$ cat src/rtl/rr_mux_select_arbiter_if.sv
// Request/grant bundle between the four requesters,
// the select arbiter and the downstream 4:1 mux.
interface rr_mux_select_arbiter_if;
  logic [3:0] req;
  logic       done;
  logic [3:0] gnt;
  logic       s1;
  logic       s0;
  logic       valid;

  modport master (
    output req, done,
    input  gnt, s1, s0, valid
  );

  modport slave (
    input  req, done,
    output gnt, s1, s0, valid
  );
endinterface

$ cat src/rtl/rr_mux_select_arbiter.sv
// Round-robin burst arbiter driving the {s1,s0}
// select of a 4:1 mux, with one-hot grant and valid.
module rr_mux_select_arbiter #(
  parameter int MAX_BURST = 4,
  parameter int CNT_W     = 3
) (
  input logic clk,
  input logic rst,
  rr_mux_select_arbiter_if.slave bus
);

  typedef enum logic {IDLE, GRANT} state_t;

  state_t           state, state_n;
  logic [3:0]       gnt_r, gnt_n;
  logic [1:0]       sel, sel_n;
  logic [1:0]       last, last_n;
  logic [CNT_W-1:0] cnt, cnt_n;

  logic       rel;
  logic       found;
  logic       load;
  logic [1:0] win;
  logic [1:0] idx;
  logic [3:0] elig;

  always_ff @(posedge clk or posedge rst) begin
    if (rst) begin
      state <= IDLE;
      gnt_r <= 4'b0000;
      sel   <= 2'b00;
      last  <= 2'b11;
      cnt   <= '0;
    end else begin
      state <= state_n;
      gnt_r <= gnt_n;
      sel   <= sel_n;
      last  <= last_n;
      cnt   <= cnt_n;
    end
  end

  always_comb begin
    rel   = bus.done
          || !bus.req[sel]
          || (cnt == CNT_W'(MAX_BURST));
    elig  = bus.req;
    // A releasing owner that signalled done may not win again.
    if (state == GRANT && bus.done)
      elig[sel] = 1'b0;

    // Scan lowest to highest priority so the last hit wins.
    found = 1'b0;
    win   = last;
    idx   = last;
    for (int i = 4; i >= 1; i--) begin
      idx = last + 2'(i);
      if (elig[idx]) begin
        found = 1'b1;
        win   = idx;
      end
    end

    state_n = state;
    gnt_n   = gnt_r;
    sel_n   = sel;
    last_n  = last;
    cnt_n   = cnt;
    load    = 1'b0;

    unique case (state)
      IDLE: begin
        if (found)
          load = 1'b1;
      end
      GRANT: begin
        if (!rel) begin
          cnt_n = cnt + CNT_W'(1);
        end else if (found) begin
          load = 1'b1;
        end else begin
          state_n = IDLE;
          gnt_n   = 4'b0000;
          cnt_n   = '0;
        end
      end
      default: begin
        state_n = IDLE;
        gnt_n   = 4'b0000;
        cnt_n   = '0;
      end
    endcase

    if (load) begin
      state_n = GRANT;
      gnt_n   = 4'b0001 << win;
      sel_n   = win;
      last_n  = win;
      cnt_n   = CNT_W'(1);
    end
  end

  assign bus.gnt   = gnt_r;
  assign bus.s1    = sel[1];
  assign bus.s0    = sel[0];
  assign bus.valid = |gnt_r;

endmodule
$ cat src/flat_wrapper.sv
// flat-port wrapper written by rule: the top's interface ports become plain ports
module rr_mux_select_arbiter_flat 
#(
  parameter int MAX_BURST = 4,
  parameter int CNT_W     = 3
)
  (clk, rst, bus_req, bus_done, bus_gnt, bus_s1, bus_s0, bus_valid);
  rr_mux_select_arbiter_if bus_i ();
  input logic clk;
  input logic rst;
  input wire logic [$bits(bus_i.req)-1:0] bus_req;
  input wire logic [$bits(bus_i.done)-1:0] bus_done;
  output wire logic [$bits(bus_i.gnt)-1:0] bus_gnt;
  output wire logic [$bits(bus_i.s1)-1:0] bus_s1;
  output wire logic [$bits(bus_i.s0)-1:0] bus_s0;
  output wire logic [$bits(bus_i.valid)-1:0] bus_valid;
  assign bus_i.req = bus_req;
  assign bus_i.done = bus_done;
  assign bus_gnt = bus_i.gnt;
  assign bus_s1 = bus_i.s1;
  assign bus_s0 = bus_i.s0;
  assign bus_valid = bus_i.valid;
  rr_mux_select_arbiter #(.MAX_BURST(MAX_BURST), .CNT_W(CNT_W)) u_core (.clk(clk), .rst(rst), .bus(bus_i));
endmodule
$ cat config.mk
export PLATFORM = sky130hd
export DESIGN_NAME = rr_mux_select_arbiter_flat
export DESIGN_NICKNAME = d
export VERILOG_FILES = /design/src/rtl/rr_mux_select_arbiter_if.sv /design/src/rtl/rr_mux_select_arbiter.sv /design/src/flat_wrapper.sv
export SDC_FILE = /design/constraint.sdc
export NUM_CORES = 1
export LEC_CHECK = 0
export CAP_MARGIN = 30
export CORE_UTILIZATION = 45
export CTS_CLUSTER_SIZE = 10
export DETAILED_ROUTE_END_ITERATION = 16
export PLACE_DENSITY = 0.7
export SETUP_SLACK_MARGIN = 0.05
export SLEW_MARGIN = 10
export SYNTH_ARGS = -nofsm -noshare
export SYNTH_HDL_FRONTEND = slang
export SYNTH_SLANG_ARGS = --single-unit
$ cat constraint.sdc
create_clock -name clk -period 3.85 [get_ports clk]
set_clock_uncertainty 0.15 [all_clocks]
set_input_delay 0.5775 -clock clk [delete_from_list [all_inputs] [get_ports clk]]
set_output_delay 0.5775 -clock clk [all_outputs]
set_load 0.02 [all_outputs]
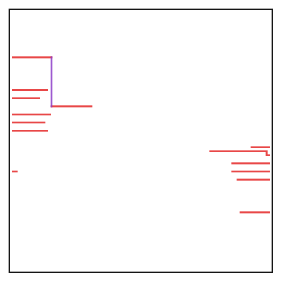
*Metal layers overlaid, run 1*
Scale: 6 px per um. Two of the layers only.
Key: met3 = red [wire length 76.9 um]; met4 = purple [wire length 8.20 um]

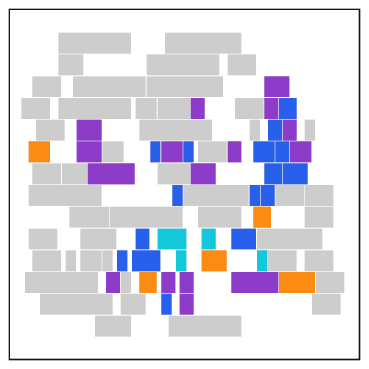
*Gate-type map, run 1*
Scale: 8 px per um.
Key: inverting AOI/OAI gates = purple [cells 16]; AND and OR gates = orange [cells 5]; NAND gates = blue [cells 16]; NOR gates = cyan [cells 4]
most frequent logic cell in the layout: clkdlybuf4s50_1
combinational share of cell area: 0.464

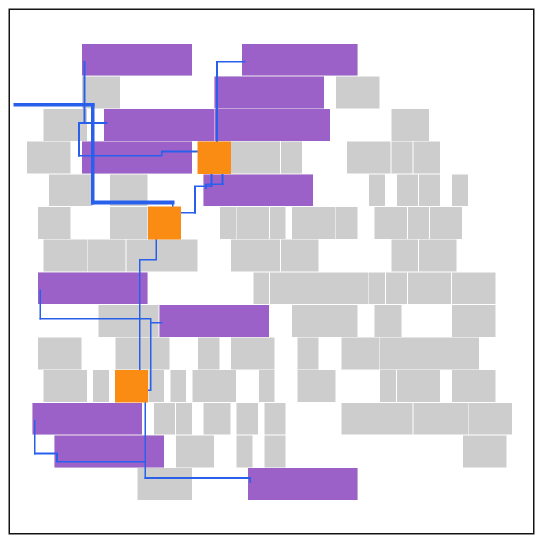
*Clock distribution, run 1*
Scale: 12 px per um.
Key: flip-flops = purple [count 12]; clock wires = blue [length 136 um]; cells driving clock nets = orange [count 3]
There are 4 routed clock nets.

run 1: layer usage:
metal / vias up / wire [um] / GRT usage / part of all wire
met2: 13 / 754 / 0.304 / 0.47
met5: - / 0 / 0 / 0
met3: 2 / 76 / 0.0292 / 0.048
li1: 306 / - / - / -
met4: 0 / 8 / 0.106 / 0.0050
met1: 310 / 753 / 0.266 / 0.47
run 1: cells in the final DEF (no fill, tap or decap), types with 2 or more instances in the layout:
master and instances:
nand3_1 4, nand4b_1 2, a21oi_1 4, mux2_2 2
clkdlybuf4s50_1 13, dfrtp_1 10, o2bb2ai_1 2, a22o_1 3
nor2_1 2, ha_1 2, inv_1 5, nand2_1 6
dfstp_2 2, o21ai_1 2, clkbuf_4 3, o21ai_0 2
run 1: sequential cells by signal, summed over array words and instances, names as in the netlist:
register and flops:
u_core.state 1, u_core.sel 2, u_core.cnt 3, u_core.last 2, u_core.bus.gnt 4
run 1: power groups by stage:
| stage | sequential [W] | combinational (W) | clock, W |
|---|---|---|---|
| finish | 0.000250 | 0.000375 | 0.0000967 |
| global route | 0.000261 | 0.000407 | 0.000105 |
| CTS | 0.000250 | 0.000378 | 0.0000999 |
| detailed placement | 0.000252 | 0.000376 | 0 |
| global placement | 0.000251 | 0.000367 | 0 |
| floorplan | 0.000255 | 0.000254 | 0 |
run 1: cell usage after synthesis, types with 2 or more instances:
cell type  instances  area (um^2)
nor2_1             2         7.51
a22o_1             3         26.3
mux2_2             2         22.5
nand4b_1           2         17.5
dfrtp_1           10          250
a21oi_1            4         20.0
o2bb2ai_1          2         17.5
nand3_1            4         20.0
dfstp_2            2         52.6
ha_1               2         25.0
inv_1              5         18.8
nand2_1            6         22.5
o21ai_0            2         10.0
o21ai_1            2         10.0
run 1: worst register-to-register path, cell delays in order, from the launching register on:
cell and delay, ns:
dfrtp_1 0.54, mux2_4 0.34, o32a_4 0.33, o21ai_2 0.28, mux2_2 0.38
run 1: layout make-up:
type                            instances  area [um^2]  share of cell area
Tap cell                               16         20.0              0.0211
Timing Repair Buffer                   13          130               0.137
Multi-Input combinational cell         54          440               0.464
Inverter                                5         18.8              0.0198
Clock buffer                            4         36.3              0.0383
Sequential cell                        12          303               0.319
run 1: final timing paths:
path | start | end | slack (ns)
worst min-delay path | u_core.cnt[2]$_DFFE_PP0P_ | u_core.cnt[2]$_DFFE_PP0P_ | 0.32
worst min register to register | u_core.cnt[2]$_DFFE_PP0P_ | u_core.cnt[2]$_DFFE_PP0P_ | 0.32
max in group asynchronous | rst | u_core.last[1]$_DFFE_PP1P_ | 2.76
min in group asynchronous | rst | u_core.cnt[0]$_DFFE_PP0P_ | 0.45
worst max-delay path | u_core.bus.gnt[0]$_DFFE_PP0P_ | bus_valid | 1.39
worst max register to register | u_core.sel[0]$_DFFE_PP0P_ | u_core.sel[0]$_DFFE_PP0P_ | 1.73
run 1: logic make-up (layout without fill, tap and decap cells):
logic type | Yosys count | after routing | synth area share
compound gates | 22 | 22 | 0.246
fa+ha+maj | 2 | 2 | 0.0321
buf+inv | 7 | 22 | 0.0450
flops | 12 | 12 | 0.389
mux | 5 | 5 | 0.0900
simple gates | 25 | 25 | 0.198
==> results.sh, run 1 <==
# physical design summary
export IMPL_antenna_cells=0
export IMPL_switching_share=0.404
export IMPL_power_internal_w=0.000431
export IMPL_synth_chip_area_um2=778
export IMPL_die_y_um=43.6
export IMPL_setup_tns_ns=0
export IMPL_status="finished with violations"
export IMPL_arrival_ns=1.73
export IMPL_async_reset_ff_frac=1.00
export IMPL_grt_max_degree=13
export IMPL_wire_per_inst_um=15.3
export IMPL_drtIter0Drc=9
export IMPL_whs_ns=0.323
export IMPL_synth_flops=12
export IMPL_drc_errors=1
export IMPL_grt_setup_unrepaired="no"
export IMPL_first_global_vias=625
export IMPL_cpPeakStageDelay_ns=0.55
export IMPL_violations="design-rule violations"
export IMPL_power_frac_seq=0.347
export IMPL_worstSetupPathType="register to output port"
export IMPL_drv_cap=0
export IMPL_cts_num_sinks=12
export IMPL_clk_latency_ns=0.27
export IMPL_design_core_area_um2=1560
export IMPL_ir_worst_vdd_mv=0.465
export IMPL_hold_class="register to register"
export IMPL_gp_congestion=0.823
export IMPL_crit_path_start_kind="register"
export IMPL_tritoncts="built"
export IMPL_edf_count=0
export IMPL_p_sw_w=0.000291
export IMPL_cts_buffers=3
export IMPL_finalSetupViolCount=0
export IMPL_row_count=14
export IMPL_io_buffer_count=13
export IMPL_placed_cell_area_um2=912
export IMPL_syn_area_per_cell_um2=10.7
export IMPL_viasPerCell=6.07
export IMPL_dieArea_um2=1900
export IMPL_critPathTopFamily="buffers and inverters"
export IMPL_layout_drive_gt1_share=0.193
export IMPL_utilization=0.608
export IMPL_syn_num_nets=82
export IMPL_ys_types=39
export IMPL_area_delta_synth_final_pct=21.9
export IMPL_root_buffer="clkbuf_4"
export IMPL_post_route_period_util=0.639
export IMPL_dp_cells=100
export IMPL_post_place_ws_ns=1.19
export IMPL_comb_power_share=0.519
export IMPL_path_cells="or4_1 > clkdlybuf4s50_1"
export IMPL_die_w_um=43.6
export IMPL_clkTransAtPathRegs_ns=0.07
export IMPL_critical_path_required_ns=3.12
export IMPL_ys_seq_frac=0.389
export IMPL_clk_path_buf_depth=2
export IMPL_grt_pass1_wl_um=2750
export IMPL_fp_util=0.499
export IMPL_ff_type="dfrtp_1"
export IMPL_period_minus_slack_ns=2.46
export IMPL_yosys_warnings=0
export IMPL_htree_levels=1
export IMPL_cp_max_fo=3
export IMPL_slowest_stage="clkdlybuf4s50_1"
export IMPL_drt_pass1_iterations=9
export IMPL_timing_fmax_ghz=0.407
export IMPL_ios=14
export IMPL_route_vias_total=631
export IMPL_synth_area_um2=778
export IMPL_antenna_found_initial=0
export IMPL_cp_end_kind="output port"
export IMPL_whs_path_depth=1
export IMPL_nFillCells=133
export IMPL_fin_area_um2=948
export IMPL_fin_ws_ns=1.39
export IMPL_cts_hold_buffers=0
export IMPL_pwr_share_clk=0.134
export IMPL_overflow=0
export IMPL_synthCells=73
export IMPL_slew_headroom=0.687
export IMPL_max_slew_worst_pin_slew_ns=0.466
export IMPL_place_hpwl_um=1220
export IMPL_finalNonFillerCells=104
export IMPL_finalHoldViolations=0
export IMPL_cts_resized_gates=0
export IMPL_critPathBufInv=1
### Pin map, run 1

Scale: 8 px per um. Pins as bars across the die edge, other pins in gray.
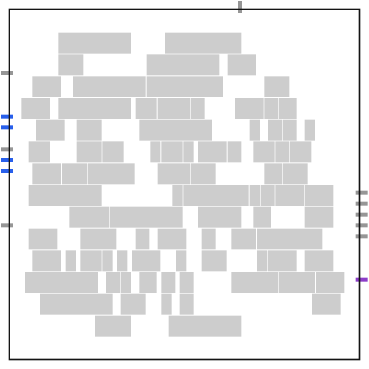

==> run 2, diff against run 1 <==
Settings changed: PLACE_DENSITY 0.7 to 0.73.
Clock period 3.85 ns to 2.2 ns, I/O delays scaled along.
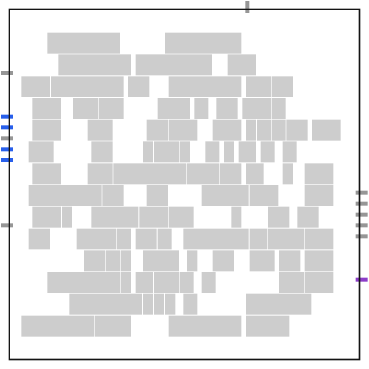
*Pin map, run 2*
Scale: 8 px per um. Pins as bars across the die edge, other pins in gray.
Key: `bus_done` = purple [pins 1, direction input, edge right]; `bus_gnt` = blue [pins 4, direction output, edge left]

==> results.sh, run 2 <==
# physical design summary
export IMPL_status="finished with violations"
export IMPL_violations="design-rule violations"
export IMPL_first_global_vias=664
export IMPL_pwr_density_cell_nw_per_um2=1310
export IMPL_path_depth=5
export IMPL_most_common_layout_cells="12 x clkdlybuf4s50_1, 10 x dfrtp_1, 9 x buf_4, 6 x nand2_1, 5 x inv_1"
export IMPL_comb_power_share=0.553
export IMPL_layout_drive_gt1_share=0.268
export IMPL_ir_worst_vdd_mv=0.787
export IMPL_reg2reg_slack_ns=0.18
export IMPL_grt_max_degree=13
export IMPL_cellLeakagePower_nw=0.453
export IMPL_pwr_share_clk=0.130
export IMPL_die_y_um=43.6
export IMPL_slowest_stage="clkdlybuf4s50_1"
export IMPL_async_reset_ff_frac=1.00
export IMPL_clk_latency_ns=0.27
export IMPL_ios=14
export IMPL_syn_num_nets=82
export IMPL_finalNonFillerCells=113
export IMPL_drt_pass1_iterations=10
export IMPL_grtUsageTotal=0.216
export IMPL_cts_buffers=3
export IMPL_route_vias_total=678
export IMPL_wl_um=1810
export IMPL_hold_class="primary input to async pin"
export IMPL_nFillCells=130
export IMPL_max_slew_worst_pin_slew_ns=0.462
export IMPL_period_minus_slack_ns=2.03
export IMPL_synth_flops=12
export IMPL_yosys_warnings=0
export IMPL_area_leaders="dfrtp_1 32%, dfstp_2 6.8%, a22o_1 3.4%"
export IMPL_synthCells=73
export IMPL_clkTransAtPathRegs_ns=0.08
export IMPL_synth_chip_area_um2=778
export IMPL_switching_share=0.400
export IMPL_die_w_um=43.6
export IMPL_synth_most_common_cell="dfrtp_1"
export IMPL_utilization=0.651
export IMPL_drv_cap=0
export IMPL_nets=107
export IMPL_setup_tns_ns=0
export IMPL_edf_count=0
export IMPL_crit_path_start_kind="primary input"
export IMPL_drc_errors=1
export IMPL_cp_max_fo=7
export IMPL_ff_type="dfrtp_1"
export IMPL_worstSetupPathType="primary input to register"
export IMPL_cts_num_sinks=12
export IMPL_cp_end_kind="register"
export IMPL_endpoint="u_core.sel[0]$_DFFE_PP0P_"
export IMPL_cts_hold_buffers=0
export IMPL_cts_setup_buffers=0
export IMPL_grt_setup_unrepaired="no"
export IMPL_mostFrequentLayoutCell="clkdlybuf4s50_1"
export IMPL_synth_area_um2=778
export IMPL_dieArea_um2=1900
export IMPL_power_frac_seq=0.317
export IMPL_overflow=0
export IMPL_design_core_area_um2=1560
export IMPL_syn_area_per_cell_um2=10.7
export IMPL_critical_path_required_ns=2.21
export IMPL_largest_register_ffs=4
export IMPL_row_count=14
export IMPL_finalHoldViolations=0
export IMPL_critPathTopFamily="AND-OR/OR-AND gates"
export IMPL_path_cells="clkdlybuf4s50_1 > nand2_1 > o32a_4 > o21ai_2 > mux2_2"
export IMPL_top_cells_by_count="10 x dfrtp_1, 6 x nand2_1, 5 x inv_1"
export IMPL_ys_types=39
export IMPL_place_hpwl_um=1320
export IMPL_cts_resized_gates=1
export IMPL_worstSetupStartpoint="bus_done"
export IMPL_timing_fmax_ghz=0.492
export IMPL_critPathBufInv=1
export IMPL_drtIter0Drc=10
export IMPL_io_buffer_count=13
export IMPL_finalSetupViolCount=0
export IMPL_placed_cell_area_um2=980
export IMPL_grt_pass1_wl_um=2970
export IMPL_whs_ns=0.209
export IMPL_tritoncts="built"
export IMPL_wire_per_inst_um=16.0
export IMPL_antenna_cells=0
export IMPL_fin_area_um2=1010
export IMPL_antenna_found_initial=0
export IMPL_largest_area_cell="dfrtp_1"
export IMPL_dp_cells=109
export IMPL_p_sw_w=0.000533
export IMPL_rr_startpoint="u_core.state$_DFF_PP0_"
export IMPL_top_cell_area_share=0.322
export IMPL_slew_headroom=0.691
export IMPL_htree_levels=1
export IMPL_fp_util=0.499
export IMPL_post_route_period_util=0.925
export IMPL_r2r_end="u_core.sel[0]$_DFFE_PP0P_"
export IMPL_arrival_ns=2.04
export IMPL_gp_congestion=0.858
export IMPL_root_buffer="clkbuf_4"
export IMPL_ys_seq_frac=0.389
export IMPL_area_delta_synth_final_pct=30.4
export IMPL_cpPeakStageDelay_ns=0.58
export IMPL_clk_path_buf_depth=2
export IMPL_power_internal_w=0.000800
export IMPL_ant_nets=0
export IMPL_viasPerCell=6.00
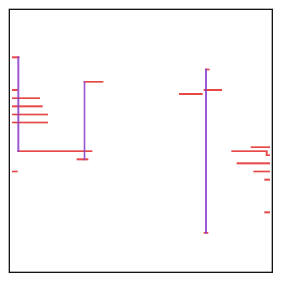
*Metal layers overlaid, run 2*
Scale: 6 px per um. Two of the layers only.
Key: met3 = red [wire length 65.2 um]; met4 = purple [wire length 55.8 um]

-- run 2: cell counts after synthesis --
Identical to the previous run, type by type.
-- run 2: worst min path at each step --
stage	startpoint	to	slack (ns)	cells past startpoint
after floorplan	rst	u_core.bus.gnt[0]$_DFFE_PP0P_	0.04	1
after global placement	u_core.cnt[2]$_DFFE_PP0P_	u_core.cnt[2]$_DFFE_PP0P_	0.31	1
after detailed placement	u_core.cnt[2]$_DFFE_PP0P_	u_core.cnt[2]$_DFFE_PP0P_	0.31	1
after CTS	rst	u_core.bus.gnt[3]$_DFFE_PP0P_	0.21	2
after global routing	rst	u_core.sel[1]$_DFFE_PP0P_	0.26	2
final	rst	u_core.state$_DFF_PP0_	0.21	2
-- run 2: cell type report --
| class | count | area (um^2) | area share |
|---|---|---|---|
| multi-input cells | 54 | 440 | 0.434 |
| flip-flops and latches | 12 | 303 | 0.298 |
| repair buffers | 22 | 196 | 0.194 |
| clock buffers | 4 | 36.3 | 0.0358 |
| well taps | 16 | 20.0 | 0.0197 |
| inverters | 5 | 18.8 | 0.0185 |
-- run 2: worst reg2reg max path: stages (launching register included) --
cell	delay (ns)
dfrtp_1	0.60
nand2_1	0.12
o32a_4	0.39
o21ai_2	0.27
mux2_2	0.37
-- run 2: through the flow --
step	setup WS, ns	power, W
after global placement	-0.0807	0.00114
after floorplan	0.108	0.000891
after CTS	0.163	0.00134
after detailed placement	-0.115	0.00116
after global routing	0.0723	0.00142
final	0.166	0.00133
-- run 2: power by group through the flow --
stage	Sequential (W)	Combinational, W	Clock, W
2_1_floorplan	0.000447	0.000444	0
6_report	0.000422	0.000737	0.000173
4_1_cts	0.000421	0.000740	0.000178
3_3_place_gp	0.000418	0.000725	0
3_5_place_dp	0.000424	0.000741	0
5_1_grt	0.000433	0.000797	0.000190
-- run 2: layer usage --
layer	share of wire	vias up	GRT usage
met5	0	-	0
met4	0.030	0	0.138
met1	0.46	325	0.294
met2	0.47	22	0.325
met3	0.036	6	0.0250
li1	-	325	-
-- run 2: cell families (layout without fill, tap and decap cells) --
kind of cell / after synthesis / count (layout) / share of synthesized area
fa+ha+maj: 2 / 2 / 0.0321
compound gates: 22 / 22 / 0.246
flops: 12 / 12 / 0.389
buf+inv: 7 / 31 / 0.0450
simple gates: 25 / 25 / 0.198
mux: 5 / 5 / 0.0900
### Clock distribution, run 2

Scale: 12 px per um.
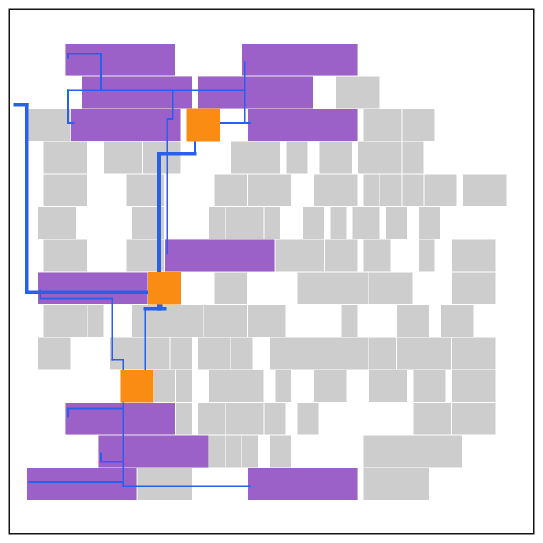

==> run 3, diff against run 2 <==
Settings changed: CELL_PAD_IN_SITES_DETAIL_PLACEMENT set to 0, CELL_PAD_IN_SITES_GLOBAL_PLACEMENT set to 1, CORE_UTILIZATION 45 to 35, PLACE_DENSITY 0.73 to not set, PLACE_DENSITY_LB_ADDON set to 0.1.
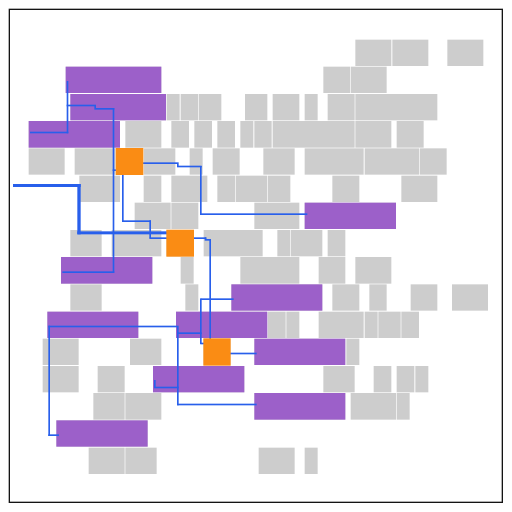
*Clock distribution, run 3*
Scale: 10 px per um.
Key: flip-flops = purple [count 12]; clock wires = blue [length 168 um]; cells driving clock nets = orange [count 3]
There are 4 routed clock nets.
Clock Power Share: 0.133
worst skew pair latency: 0.27 ns

==> results.sh, run 3 <==
# physical design summary
export IMPL_synth_most_common_cell="dfrtp_1"
export IMPL_drv_cap=0
export IMPL_fin_ws_ns=0.167
export IMPL_power_internal_w=0.000785
export IMPL_ys_seq_frac=0.389
export IMPL_slew_headroom=0.694
export IMPL_finalSetupViolCount=0
export IMPL_fp_util=0.385
export IMPL_placed_cell_area_um2=986
export IMPL_fin_area_um2=1030
export IMPL_synthCells=73
export IMPL_arrival_ns=2.04
export IMPL_edf_count=0
export IMPL_grt_max_degree=13
export IMPL_htree_levels=1
export IMPL_overflow=0
export IMPL_post_route_period_util=0.924
export IMPL_slowest_stage="clkdlybuf4s50_1"
export IMPL_ir_worst_vdd_mv=0.680
export IMPL_place_hpwl_um=1320
export IMPL_largest_register_ffs=4
export IMPL_top_cell_area_share=0.322
export IMPL_ios=14
export IMPL_ant_nets=0
export IMPL_status="finished clean"
export IMPL_path_cells="clkdlybuf4s50_1 > nand2_1 > o32a_4 > o21ai_4 > mux2_2"
export IMPL_clk_path_buf_depth=2
export IMPL_drtIter0Drc=14
export IMPL_yosys_warnings=0
export IMPL_layout_drive_gt1_share=0.260
export IMPL_synth_chip_area_um2=778
export IMPL_period_minus_slack_ns=2.03
export IMPL_nFillCells=189
export IMPL_viasPerCell=5.41
export IMPL_largest_area_cell="dfrtp_1"
export IMPL_rr_startpoint="u_core.sel[0]$_DFFE_PP0P_"
export IMPL_gp_congestion=0.804
export IMPL_cp_max_fo=7
export IMPL_r2r_end="u_core.sel[0]$_DFFE_PP0P_"
export IMPL_max_slew_worst_pin_slew_ns=0.459
export IMPL_p_sw_w=0.000523
export IMPL_hold_class="primary input to async pin"
export IMPL_switching_share=0.400
export IMPL_row_count=16
export IMPL_drt_pass1_iterations=4
export IMPL_root_buffer="clkbuf_4"
export IMPL_cts_hold_buffers=0
export IMPL_setup_tns_ns=0
export IMPL_drc_errors=0
export IMPL_timing_fmax_ghz=0.492
export IMPL_area_delta_synth_final_pct=32.2
export IMPL_die_y_um=49.2
export IMPL_design_core_area_um2=2020
export IMPL_ff_type="dfrtp_1"
export IMPL_worstSetupPathType="primary input to register"
export IMPL_wl_um=1680
export IMPL_pwr_density_cell_nw_per_um2=1270
export IMPL_first_global_vias=625
export IMPL_antenna_cells=0
export IMPL_finalHoldViolations=0
export IMPL_async_reset_ff_frac=1.00
export IMPL_tritoncts="built"
export IMPL_reg2reg_depth=6
export IMPL_ys_types=39
export IMPL_syn_area_per_cell_um2=10.7
export IMPL_clkTransAtPathRegs_ns=0.08
export IMPL_utilization=0.509
export IMPL_route_vias_total=665
export IMPL_whs_ns=0.211
export IMPL_grt_pass1_wl_um=2950
export IMPL_maxSlewViolCount=0
export IMPL_area_leaders="dfrtp_1 32%, dfstp_2 6.8%, a22o_1 3.4%"
export IMPL_yosysCellCount=73
export IMPL_antenna_found_initial=0
export IMPL_reg2reg_slack_ns=0.22
export IMPL_warning_count=27
export IMPL_syn_num_nets=82
export IMPL_die_w_um=49.2
export IMPL_grtUsageTotal=0.158
export IMPL_critPathTopFamily="AND-OR/OR-AND gates"
export IMPL_io_buffer_count=13
export IMPL_most_common_layout_cells="12 x clkdlybuf4s50_1, 10 x dfrtp_1, 8 x buf_4, 6 x nand2_1, 5 x inv_1"
export IMPL_power_frac_seq=0.321
export IMPL_comb_power_share=0.547
export IMPL_cpPeakStageDelay_ns=0.61
export IMPL_top_cells_by_count="10 x dfrtp_1, 6 x nand2_1, 5 x inv_1"
export IMPL_wire_per_inst_um=13.7
export IMPL_cts_buffers=3
export IMPL_cp_end_kind="register"
export IMPL_dieArea_um2=2420
export IMPL_post_place_ws_ns=-0.156
export IMPL_critical_path_required_ns=2.21
export IMPL_critPathBufInv=1
export IMPL_synth_flops=12
export IMPL_crit_path_start_kind="primary input"
export IMPL_cts_num_sinks=12
export IMPL_synth_area_um2=778
export IMPL_grt_setup_unrepaired="no"
export IMPL_mostFrequentLayoutCell="clkdlybuf4s50_1"
export IMPL_nets=106
export IMPL_cellLeakagePower_nw=0.449
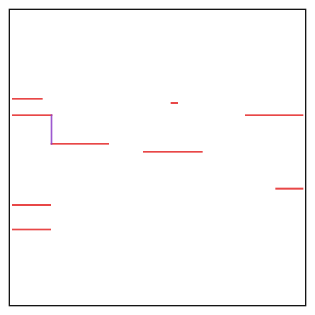
*Metal layers overlaid, run 3*
Scale: 6 px per um. Two of the layers only.
Key: met3 = red [wire length 57.5 um]; met4 = purple [wire length 4.80 um]

-- run 3: per-stage QoR --
stage                     power [W]  instances
after detailed placement    0.00114        119
after global routing        0.00141        123
after global placement      0.00114        119
final                       0.00131        123
after floorplan            0.000891         73
after CTS                   0.00131        123
-- run 3: cells by family after synthesis --
group | synth area share
AND/OR/NAND/NOR | 0.198
flip-flops | 0.389
multiplexers | 0.0900
buffers and inverters | 0.0450
adder cells (fa/ha/maj) | 0.0321
AND-OR/OR-AND | 0.246
-- run 3: per-layer routing --
layer | up-vias | GRT usage | share of wire
met5 | - | 0 | 0
met3 | 2 | 0.0312 | 0.034
met4 | 0 | 0.0441 | 0.0024
li1 | 325 | - | -
met2 | 10 | 0.240 | 0.47
met1 | 328 | 0.225 | 0.49
-- run 3: how the worst max path moves through the flow --
stage	startpoint	to	slack, ns	depth (start not counted)
2_1_floorplan	u_core.sel[0]$_DFFE_PP0P_	u_core.sel[0]$_DFFE_PP0P_	0.11	5
3_3_place_gp	bus_done	u_core.sel[0]$_DFFE_PP0P_	-0.11	5
3_5_place_dp	bus_done	u_core.sel[0]$_DFFE_PP0P_	-0.16	5
4_1_cts	bus_done	u_core.sel[0]$_DFFE_PP0P_	0.14	5
5_1_grt	bus_done	u_core.sel[0]$_DFFE_PP0P_	0.08	5
6_report	bus_done	u_core.sel[0]$_DFFE_PP0P_	0.17	5
-- run 3: cell type report --
class | count | area [um^2] | area share
timing repair buffer | 21 | 189 | 0.184
sequential | 12 | 303 | 0.294
inverter | 5 | 18.8 | 0.0182
clock buffer | 4 | 36.3 | 0.0353
multi-input combinational | 54 | 448 | 0.436
tap | 27 | 33.8 | 0.0328
-- run 3: power by group through the flow --
stage                     Sequential, W  Combinational [W]  Clock, W
after global routing           0.000436           0.000781  0.000194
after floorplan                0.000447           0.000444         0
after CTS                      0.000418           0.000713  0.000182
final                          0.000419           0.000715  0.000174
after global placement         0.000423           0.000718         0
after detailed placement       0.000420           0.000719         0
-- run 3: timing repair --
item / CTS / global route
resized: 1 / 1
setup endpoints to repair: 1 / 5
gates cloned: 0 / 0
setup buffers: 0 / 0
pin swaps: 0 / 0
Power and IR drop assume default switching activity.
